[src/rtl/bnn_pkg.sv]
// Shared BNN definitions: default word width and packer/popcount state enum.
// Imported by the input packer and the downstream popcount stage.
package bnn_pkg;

  localparam int BNN_WEIGHT_COUNT = 32;

  typedef enum logic [1:0] {
    IDLE  = 2'd0,
    FILL  = 2'd1,
    ISSUE = 2'd2
  } bnn_state_e;

  // Fill counter width; one spare bit so count+1 never overflows.
  function automatic int bnn_count_width(input int n);
    return $clog2(n) + 1;
  endfunction

endpackage

[src/rtl/bnn_input_packer.sv]
// Packs a serial binarized pixel stream into WEIGHT_COUNT-bit words and
// forwards weight words. Optional BNN_PACKER_DOUBLE_BUF_EN: no ISSUE stall.
module bnn_input_packer
  import bnn_pkg::*;
#(
  parameter int   WEIGHT_COUNT = BNN_WEIGHT_COUNT,
  parameter logic PAD_BIT      = 1'b0
) (
  input  logic                    clock,
  input  logic                    reset,
  input  logic                    weight_valid,
  input  logic [WEIGHT_COUNT-1:0] weight_data,
  output logic                    weight_ready,
  input  logic                    bit_valid,
  input  logic                    bit_in,
  output logic                    bit_ready,
  input  logic                    flush,
  output logic                    weight_wr,
  output logic [WEIGHT_COUNT-1:0] weight_in,
  output logic                    input_plugin,
  output logic [WEIGHT_COUNT-1:0] pixels_in,
  output logic [15:0]             words_issued
);

  localparam int CW = bnn_count_width(WEIGHT_COUNT);
  typedef logic [CW-1:0] cnt_t;
  localparam cnt_t LAST = cnt_t'(WEIGHT_COUNT - 1);

  bnn_state_e              state, state_next;
  cnt_t                    count, count_next;
  cnt_t                    wr_idx, pad_from;
  logic [WEIGHT_COUNT-1:0] shreg, shreg_next;
  logic                    bit_acc, weight_acc;
  logic                    last_bit, issue;

  // Handshake readiness; weights win over bits in IDLE
  always_comb begin
    weight_ready = 1'b0;
    bit_ready    = 1'b0;
    if (!reset) begin
      unique case (state)
        IDLE: begin
          weight_ready = 1'b1;
          bit_ready    = !weight_valid;
        end
        FILL: bit_ready = 1'b1;
        ISSUE: begin
`ifdef BNN_PACKER_DOUBLE_BUF_EN
          bit_ready = 1'b1;
`else
          bit_ready = 1'b0;
`endif
        end
        default: ;
      endcase
    end
  end

  assign weight_acc = weight_valid & weight_ready;
  assign bit_acc    = bit_valid & bit_ready;
  assign wr_idx     = (state == ISSUE) ? '0 : count;
  assign last_bit   = bit_acc && (wr_idx == LAST);

  // Next state, fill count and pack register contents
  always_comb begin
    state_next = state;
    count_next = count;
    shreg_next = shreg;
    pad_from   = count;
    issue      = 1'b0;
    for (int i = 0; i < WEIGHT_COUNT; i++) begin
      if (bit_acc && wr_idx == cnt_t'(i)) shreg_next[i] = bit_in;
    end
    unique case (state)
      IDLE: begin
        if (bit_acc) begin
          state_next = FILL;
          count_next = cnt_t'(1);
        end
      end
      FILL: begin
        if (bit_acc) count_next = count + cnt_t'(1);
        if (flush && !last_bit) begin
          pad_from = count_next;
          for (int i = 0; i < WEIGHT_COUNT; i++) begin
            if (cnt_t'(i) >= pad_from) shreg_next[i] = PAD_BIT;
          end
          state_next = ISSUE;
          count_next = '0;
          issue      = 1'b1;
        end
      end
      ISSUE: begin
        // A bit here only arrives with double buffering
        state_next = bit_acc ? FILL : IDLE;
        count_next = bit_acc ? cnt_t'(1) : '0;
      end
      default: begin
        state_next = IDLE;
        count_next = '0;
      end
    endcase
    if (last_bit) begin
      state_next = ISSUE;
      count_next = '0;
      issue      = 1'b1;
    end
  end

  // State, pack register and registered downstream strobes
  always_ff @(posedge clock or posedge reset) begin
    if (reset) begin
      state        <= IDLE;
      count        <= '0;
      shreg        <= '0;
      weight_wr    <= 1'b0;
      weight_in    <= '0;
      input_plugin <= 1'b0;
      pixels_in    <= '0;
      words_issued <= '0;
    end else begin
      state        <= state_next;
      count        <= count_next;
      shreg        <= shreg_next;
      weight_wr    <= weight_acc;
      input_plugin <= issue;
      if (weight_acc) weight_in <= weight_data;
      if (issue) begin
        pixels_in    <= shreg_next;
        words_issued <= words_issued + 16'd1;
      end
    end
  end

endmodule

[config.mk]
export PLATFORM = sky130hd
export DESIGN_NAME = bnn_input_packer
export DESIGN_NICKNAME = d
export VERILOG_FILES = /design/src/rtl/bnn_pkg.sv /design/src/rtl/bnn_input_packer.sv
export SDC_FILE = /design/constraint.sdc
export NUM_CORES = 1
export LEC_CHECK = 0
export CAP_MARGIN = 20
export CORE_UTILIZATION = 55
export CTS_CLUSTER_SIZE = 20
export DETAILED_ROUTE_END_ITERATION = 10
export DONT_BUFFER_PORTS = 1
export PLACE_DENSITY = 0.7
export SLEW_MARGIN = 20
export SYNTH_ARGS = -nofsm -noshare
export SYNTH_HDL_FRONTEND = slang
export SYNTH_SLANG_ARGS = --single-unit
[constraint.sdc]
create_clock -name clock -period 5.5 [get_ports clock]
set_input_delay 1.1 -clock clock [delete_from_list [all_inputs] [get_ports clock]]
set_output_delay 1.1 -clock clock [all_outputs]
set_load 0.01 [all_outputs]
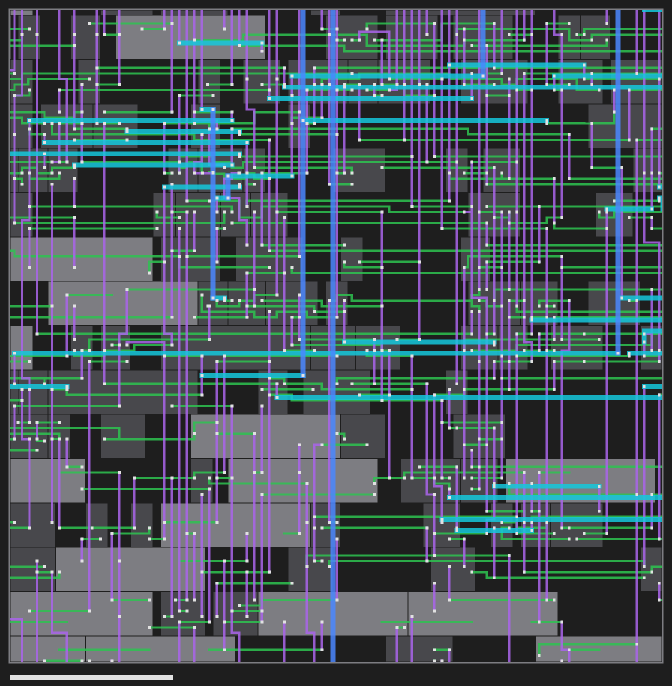
Figure 1: run 1, close-up of the layout.
Scale bar: 10 µm. Window x 34 to 74, y 12 to 52 µm. Cells in gray, sequential cells in the stronger gray; small squares are vias.
[green] met1
[purple] met2
[blue] met4
[cyan] met3
netlist names of flops here include: pixels_in (4), weight_in (4), count (3)
sequential cells in the window: 15
cells with their middle in the window: 100
most frequent: dfrtp_1 (15), nor3_1 (11), nand2_1 (10)

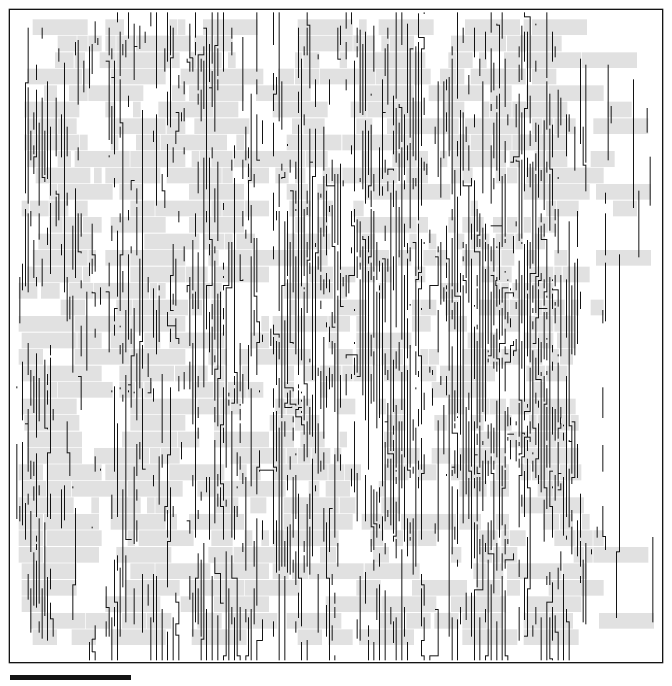
Figure 2: run 1, met2 routing.
Scale bar: 20 µm. Cells faint in the background.
main direction: vertical
wire length on this layer: 7620 µm
longest straight run: 49.0 µm
met2 Use GR: 45.1%
routed wire length: 16.3 mm
vias: 4640

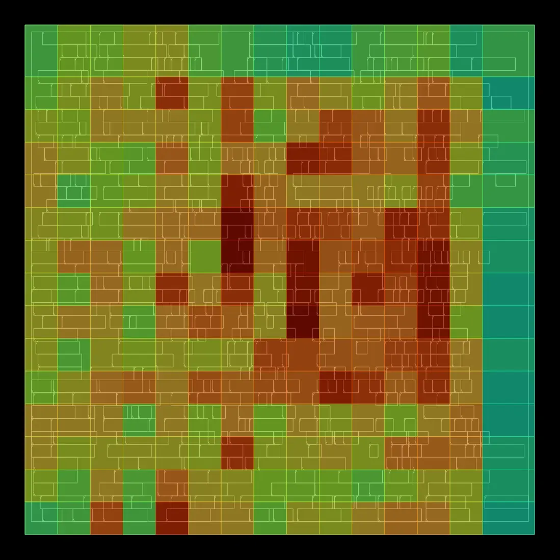
Figure 3: run 1, congestion heat map.
met3 usage: 9.38%
GRT Total Usage: 30.4%
Layout Utilization: 62.6%
met1 usage: 41.7%
GRT busiest layer: met2

==> GITHUB_STEP_SUMMARY, run 1 <==
### Yosys + OpenROAD results

| Metric | Value |
|---|---|
| Stage-log warning count | `26` |
| Cell family with the largest share of critical-path delay | `simple AND/OR/NAND/NOR gates` |
| Post-synth regs | `122` |
| Initial DRT Pass Iterations | `7` |
| Pre-CTS WS | `1830 ps` |
| Die Height | `108 µm` |
| Fin area | `6780 µm²` |
| Worst Path Arrival | `3950 ps` |
| Flop pwr share | `43.4%` |
| CP Capture Point | `pixels_in[6]` |
| Global-route wire length before repair | `26.1 mm` |
| Main logic family | `simple AND/OR/NAND/NOR gates` |
| Clk root buf | `clkbuf_8` |
| Min-delay src | `shreg[3]` |
| Final hold violation count | `0` |
| Synth Area in Simple Gates | `16.6%` |
| Hold endpoint | `shreg[3]` |
| Synthesized Nets | `615` |
| Setup Buffers After CTS | `0` |
| Yosys Instances | `575` |
| Non-Clock Buffer Count | `4` |
| Cell depth of the worst flop-to-flop path | `7` |
| Clock buf/inv share | `9.19%` |
| Crit-path max FO | `16` |
| Initial antenna violation count | `0` |
| H-tree levels | `4` |
| Internal | `0.00187 W` |
| Register area | `3050 µm²` |
| Clock net power | `0.00118 W` |
| Synth warnings | `0` |
| Max layer used | `met4` |
| Antenna Nets Post-Route | `0` |
| Non-clock buffer share | `0.443%` |
| Cell count along the critical path | `7` |
| Filler cells | `880` |
| Combinational power | `0.000296 W` |
| CTS Sinks | `122` |
| # rows | `38` |
| Largest regs | `pixels_in: 32 flops, shreg: 32 flops, weight_in: 32 flops` |
| CLK BUF | `20` |
| Adder-Cell Fraction of Synth Area | `0.408%` |
| Xor/xnor share | `2.57%` |
| P&R area growth vs syn | `10.7%` |
| Nets | `599` |
| Tap Cells | `140` |
| RSZ-0062 raised after global routing | `no` |
| Status | `completed` |
| Fin. max-slew vios | `0` |
| Most frequent logic cells in the routed design | `dfrtp_1, mux2_2, nand2_1` |
| Top power group | `the clock network` |
| Comb_multi_in | `404` |
| Hold-fix buffers, CTS | `0` |
| Inserted Diodes | `0` |
| CP Buf/Inv Count | `0` |
| Synth area leader | `dfrtp_1` |
| Commonest flop | `dfrtp_1` |
| Top-count cell post-synth | `dfrtp_1` |
| Syn_area_per_cell | `10.7 µm²` |
| CP max stage cell | `or4_1` |
| Fin Clk Skew | `11.3 ps` |
| Layout cell share with drive strength beyond 1 | `19.2%` |
| Total grt overflow | `0` |
| Commonest Layout Cell | `dfrtp_1` |
| Chip area in the Yosys report | `6130 µm²` |
| Seq power | `0.00113 W` |
| Critical path capture point type | `register` |
| Worst VDD drop | `0.302 mV` |
| Worst hold-check path type | `reg -> reg` |
| PnR worst setup slack | `1970 ps` |
| M1 WL | `6.68 mm` |
| CTS buffer count | `17` |
| Num ports | `122` |
| Final HPWL DP | `11.2 mm` |
| Worst Hold Path Cells | `2` |
| Post-Syn Instances | `575` |
Figure 4. Metal 1 (run 1).
Scale bar: 20 µm. Supply wires on this layer in gray. Cells faint in the background.
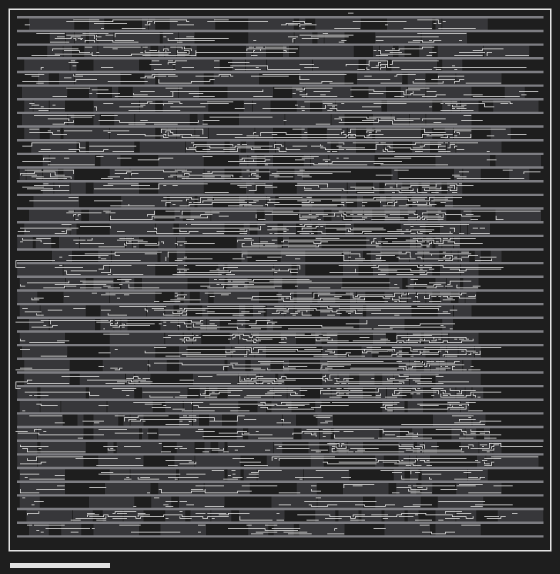

==> run 2, diff against run 1 <==
Settings changed: PLACE_DENSITY 0.7 to 0.73.
Clock period 5.5 ns to 2.9 ns, I/O delays scaled along.
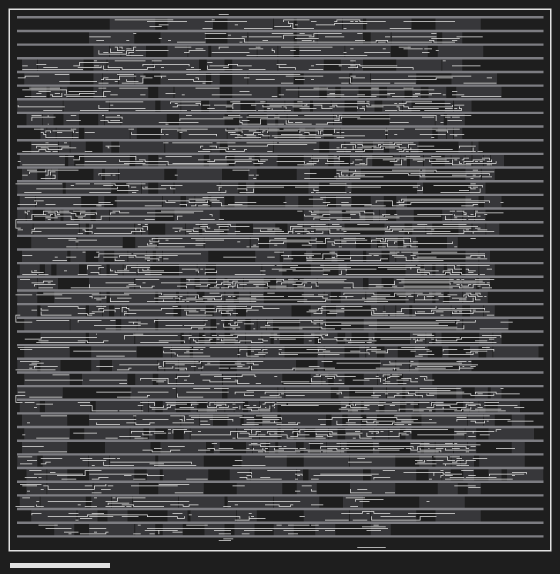
Figure 5: run 2, metal 1.
Scale bar: 20 µm. Supply wires on this layer in gray. Cells faint in the background.
wire length on this layer: 6820 µm
main direction: horizontal
nets with wire on the layer: 608
routed wire length: 16.8 mm
vias: 4797
met1 usage: 40.7%

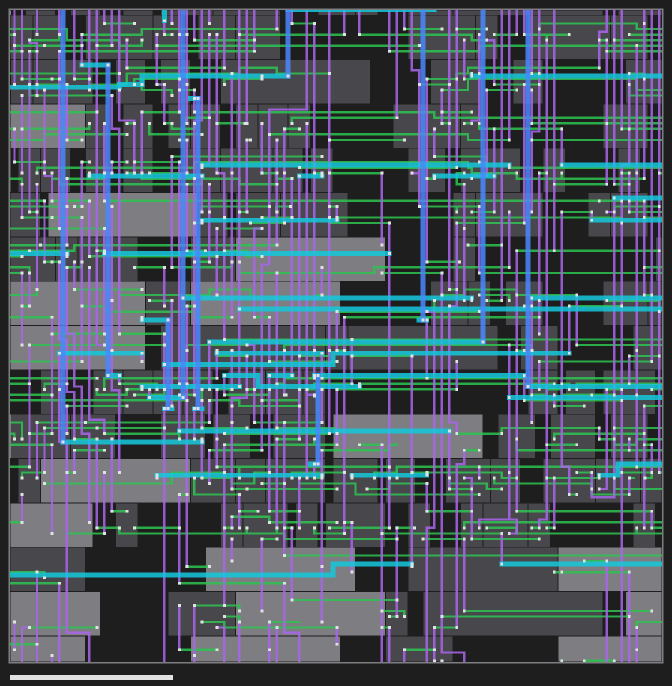
Figure 6: run 2, close-up of the layout.
Scale bar: 10 µm. Window x 34 to 74, y 12 to 52 µm. Cells in gray, sequential cells in the stronger gray; small squares are vias.
[blue] met4
[cyan] met3
[purple] met2
[green] met1
netlist names of flops here include: pixels_in (6), weight_in (6), shreg (4)
sequential cells in the window: 16
cells with their middle in the window: 124
most frequent: nand2_1 (16), dfrtp_1 (16)

==> run 2 against run 1 <==
  * Highest routed layer unchanged
  * Total power up 82%
  * Design area grew 3.7%
  * Global-route usage up 0.34 points
  * Worst hold slack lost 450 ps
  * Largest power group is now sequential cells
  * Maximum frequency rose by 25%
  * Clock power up 67%
  * Via count rose by 3.4%
  * Cell count rose by 5.6%
  * First-iteration DRC count decreased by 7.1%
==> GITHUB_STEP_SUMMARY, run 2 <==
### Yosys + OpenROAD results

| Metric | Value |
|---|---|
| Filler cells | `838 (-4.8%)` |
| Final hold violation count | `0 (unchanged)` |
| Synth Area in Simple Gates | `16.6% (unchanged)` |
| Tap Cells | `140 (unchanged)` |
| CTS Sinks | `122 (unchanged)` |
| Met2 Use GR | `46.2% (+1.0 points)` |
| Cell count along the critical path | `8 (+1)` |
| Yosys Instances | `575 (unchanged)` |
| GRT busiest layer | `met2` |
| DP Cell Count | `720` |
| Most frequent logic cells in the routed design | `dfrtp_1, mux2_2, nand2_1` |
| Worst Path Arrival | `3280 ps (-670 ps)` |
| Synth area leader | `dfrtp_1` |
| Cell depth of the worst flop-to-flop path | `8 (+1)` |
| Max layer used | `met4` |
| M1 WL | `6.82 mm (+2.1%)` |
| Critical path capture point type | `register` |
| Inserted Diodes | `0 (unchanged)` |
| CP Capture Point | `pixels_in[6]` |
| Main logic family | `simple AND/OR/NAND/NOR gates` |
| Clock net power | `0.00197 W (+67%)` |
| Synthesized Nets | `615 (unchanged)` |
| Chip area in the Yosys report | `6130 µm² (unchanged)` |
| Antenna Nets Post-Route | `0 (unchanged)` |
| Global-route wire length before repair | `26.4 mm (+1.4%)` |
| H-tree levels | `4 (unchanged)` |
| Rel. slew slack | `55.4%` |
| Fin area | `7040 µm² (+3.7%)` |
| Comb_multi_in | `404 (unchanged)` |
| Total grt overflow | `0 (unchanged)` |
| Met3 usage | `8.78% (-0.61 points)` |
| Top-count cell post-synth | `dfrtp_1` |
| Xor/xnor share | `2.57% (unchanged)` |
| P&R area growth vs syn | `14.8%` |
| Worst hold-check path type | `in -> async` |
| Die Height | `108 µm (unchanged)` |
| Pre-CTS WS | `135 ps (-1690 ps)` |
| Layout cell share with drive strength beyond 1 | `25.0% (+5.8 points)` |
| Adder-Cell Fraction of Synth Area | `0.408% (unchanged)` |
| Hold-fix buffers, CTS | `0 (unchanged)` |
| Flop pwr share | `45.3% (+1.9 points)` |
| Setup Buffers After CTS | `0 (unchanged)` |
| Register area | `3050 µm² (unchanged)` |
| Fin. max-slew vios | `0 (unchanged)` |
| Commonest Layout Cell | `dfrtp_1` |
| Worst VDD drop | `0.486 mV (+61%)` |
| Combinational power | `0.000623 W (+110%)` |
| RSZ-0062 raised after global routing | `no` |
| Crit-path max FO | `9 (-7)` |
| Commonest flop | `dfrtp_1` |
| Post-synth regs | `122 (unchanged)` |
| PnR worst setup slack | `74.7 ps (-1890 ps)` |
| CP max stage cell | `nor2b_1` |
| Stage-log warning count | `28 (+7.7%)` |
| Largest regs | `pixels_in: 32 flops, shreg: 32 flops, weight_in: 32 flops` |
| Cell family with the largest share of critical-path delay | `AND-OR/OR-AND gates` |
| Top power group | `sequential cells` |
| Seq power | `0.00214 W (+89%)` |
| Non-clock buffer share | `4.87% (+4.4 points)` |
| Non-Clock Buffer Count | `44 (+40)` |
| Comb gate area | `2870 µm²` |
| CP Buf/Inv Count | `2 (+2)` |
| Status | `completed` |
| Internal | `0.00331 W (+77%)` |
| CLK BUF | `17 (-15%)` |
| Final HPWL DP | `11.8 mm (+5.8%)` |
| Clk root buf | `clkbuf_8` |
| Fin Clk Skew | `10.5 ps (-0.840 ps)` |
| Num ports | `122 (unchanged)` |
| Nets | `639 (+6.7%)` |
| Clock buf/inv share | `7.93% (-1.3 points)` |
| GRT Total Usage | `30.8% (+0.34 points)` |
| # rows | `38 (unchanged)` |
| Syn_area_per_cell | `10.7 µm² (unchanged)` |
Figure 7. Met2 routing (run 2).
Scale bar: 20 µm. Cells faint in the background.
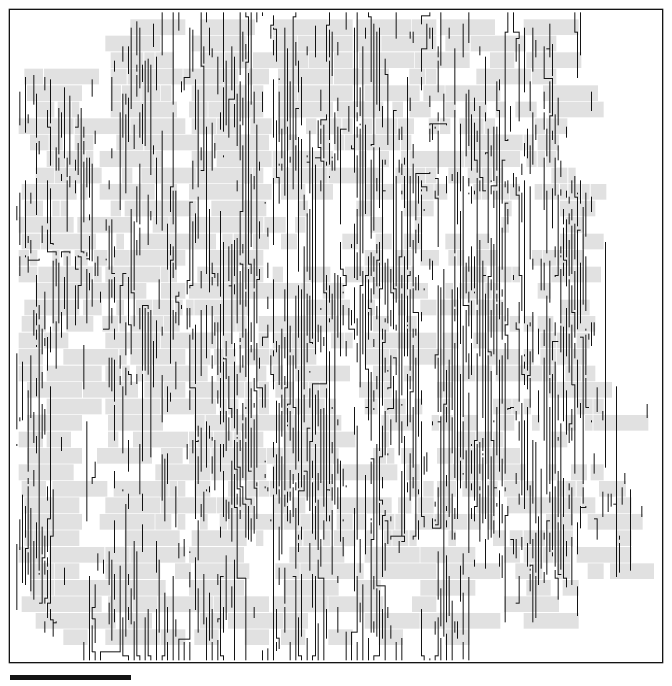

==> run 3, diff against run 2 <==
Settings changed: CORE_UTILIZATION 55 to 57, PLACE_DENSITY 0.73 to 0.75.
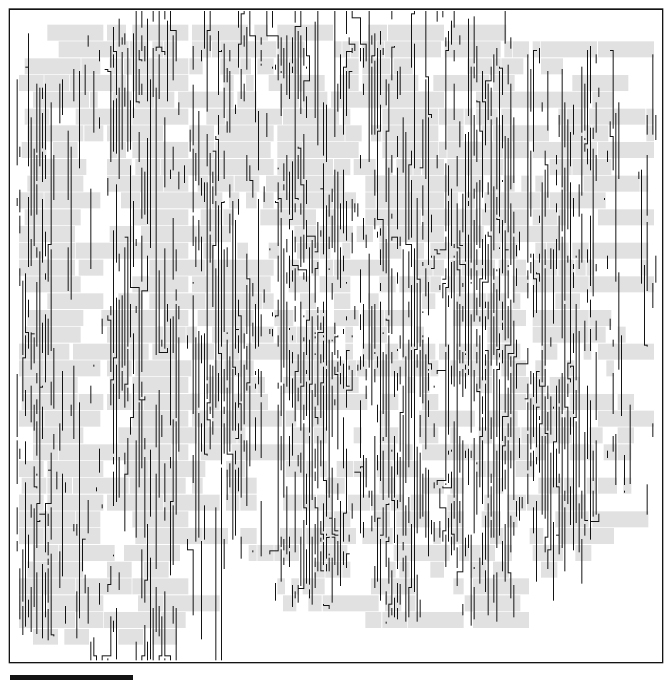
Figure 8: run 3, met2 routing.
Scale bar: 20 µm. Cells faint in the background.
main direction: vertical
nets with wire on the layer: 556
longest straight run: 43.2 µm
share of all routed wire: 47%
routed wire length: 16.9 mm
met2 Use GR: 48.3%

==> run 3 against run 2 <==
  * Critical endpoint is now pixels_in[24]
  * Worst hold slack better by 14 ps
  * Cell count shrank 2.1%
  * Sequential power barely moved
  * Highest routed layer unchanged
==> GITHUB_STEP_SUMMARY, run 3 <==
### Yosys + OpenROAD results

| Metric | Value |
|---|---|
| WP data required | `3300 ps` |
| Internal | `0.00348 W (+5.0%)` |
| Most frequent logic cells in the routed design | `dfrtp_1, mux2_2, nand2_1` |
| Antenna Nets Post-Route | `0 (unchanged)` |
| Static leakage | `3.01 nW` |
| Clock buf/inv share | `8.62% (+0.69 points)` |
| Registers | `122` |
| Total grt overflow | `0 (unchanged)` |
| Met1 usage | `41.9% (+1.2 points)` |
| Die area | `11200 µm²` |
| CTS Sinks | `122 (unchanged)` |
| Final setup fails | `0` |
| Cell depth of the worst flop-to-flop path | `7 (-1)` |
| Top-count cell post-synth | `dfrtp_1` |
| Nets | `627 (-1.9%)` |
| Comb_multi_in | `404 (unchanged)` |
| CP Capture Point | `pixels_in[24]` |
| Fin. max-slew vios | `0 (unchanged)` |
| Filler cells | `792 (-5.5%)` |
| Pre-CTS WS | `135 ps (+0.184 ps)` |
| Worst hold-check path type | `in -> async` |
| Part of the power in combinational logic | `12.3%` |
| Wire per inst | `23.0 µm` |
| Critical path capture point type | `register` |
| Commonest flop | `dfrtp_1` |
| CP max stage cell | `nor3_1` |
| CP Buf/Inv Count | `1 (-1)` |
| Final HPWL DP | `11.6 mm (-2.4%)` |
| Synthesized Nets | `615 (unchanged)` |
| Rel. slew slack | `36.8% (-19 points)` |
| Inserted Diodes | `0 (unchanged)` |
| DP Cell Count | `704 (-2.2%)` |
| Synth Area in Simple Gates | `16.6% (unchanged)` |
| Largest net degree at the start of global routing | `45` |
| Fin area | `6990 µm² (-0.59%)` |
| Hold-fix buffers, CTS | `0 (unchanged)` |
| Syn_area_per_cell | `10.7 µm² (unchanged)` |
| Fin Clk Skew | `6.90 ps (-3.57 ps)` |
| Cell family with the largest share of critical-path delay | `simple AND/OR/NAND/NOR gates` |
| Adder-Cell Fraction of Synth Area | `0.408% (unchanged)` |
| Max layer used | `met4` |
| Placed inst area | `6390 µm²` |
| Largest regs | `pixels_in: 32 flops, shreg: 32 flops, weight_in: 32 flops` |
| Flop pwr share | `43.6% (-1.7 points)` |
| Gates resized, CTS repair | `0` |
| Initial DRT Pass Iterations | `5` |
| Vias | `4771 (-0.54%)` |
| Layout cell share with drive strength beyond 1 | `23.2% (-1.8 points)` |
| Worst VDD drop | `0.463 mV (-4.7%)` |
| H-tree levels | `4 (unchanged)` |
| Die Height | `106 µm (-1.7%)` |
| Register area | `3050 µm² (unchanged)` |
| Met3 usage | `9.71% (+0.93 points)` |
| DR DRC count | `0` |
| Combinational power | `0.000604 W (-3%)` |
| Synth area leader | `dfrtp_1` |
| Final hold slack | `82.1 ps` |
| RSZ-0062 raised after global routing | `no` |
| M1 WL | `6.85 mm (+0.45%)` |
| Top power group | `the clock network` |
| Seq power | `0.00215 W (about the same)` |
| Status | `completed` |
| GRT Total Usage | `31.7% (+0.93 points)` |
| Global-route wire length before repair | `26.7 mm (+1.1%)` |
| Yosys Instances | `575 (unchanged)` |
| Clk root buf | `clkbuf_8` |
| Stage-log warning count | `26 (-7.1%)` |
| Main logic family | `simple AND/OR/NAND/NOR gates` |
| Post-synth EDFFs | `0` |
| Final hold violation count | `0 (unchanged)` |
| Cell count along the critical path | `7 (-1)` |
| Crit-path max FO | `24 (+15)` |
| PnR worst setup slack | `109 ps (+34.5 ps)` |
| CLK BUF | `18 (+1)` |
| Non-clock buffer share | `3.79% (-1.1 points)` |
| Comb gate area | `2860 µm² (-0.13%)` |
| Clock net power | `0.00217 W (+10%)` |
| Xor/xnor share | `2.57% (unchanged)` |
| Num ports | `122 (unchanged)` |
| Worst r2r dst | `pixels_in[24]` |
| Post-synth regs | `122 (unchanged)` |
| Tap Cells | `136 (-2.9%)` |
| Setup Buffers After CTS | `0 (unchanged)` |
| GRT busiest layer | `met2` |
| Chip area in the Yosys report | `6130 µm² (unchanged)` |
| # rows | `37 (-2.6%)` |
| Vias in the first global route | `4874` |
| Worst Path Arrival | `3190 ps (-90 ps)` |
| Commonest Layout Cell | `dfrtp_1` |
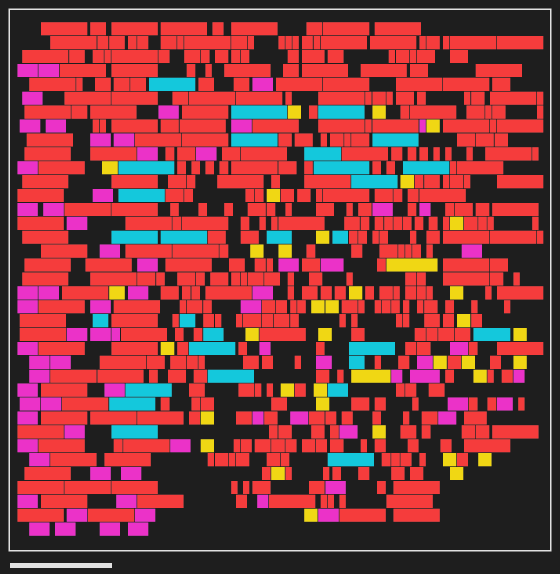
Figure 9: run 3, drive-strength map.
Scale bar: 20 µm.
[red] drive 1 or less | cells: 461 | share: 77%
[yellow] drive 3 to 4 | cells: 37 | share: 6.2%
[magenta] drive 2 | cells: 74 | share: 12%
[cyan] drive 6 and up | cells: 28 | share: 4.7%
Non-Clock Buffer Count: 32
P&R area growth vs syn: 14.2%

Power and IR drop assume default switching activity.
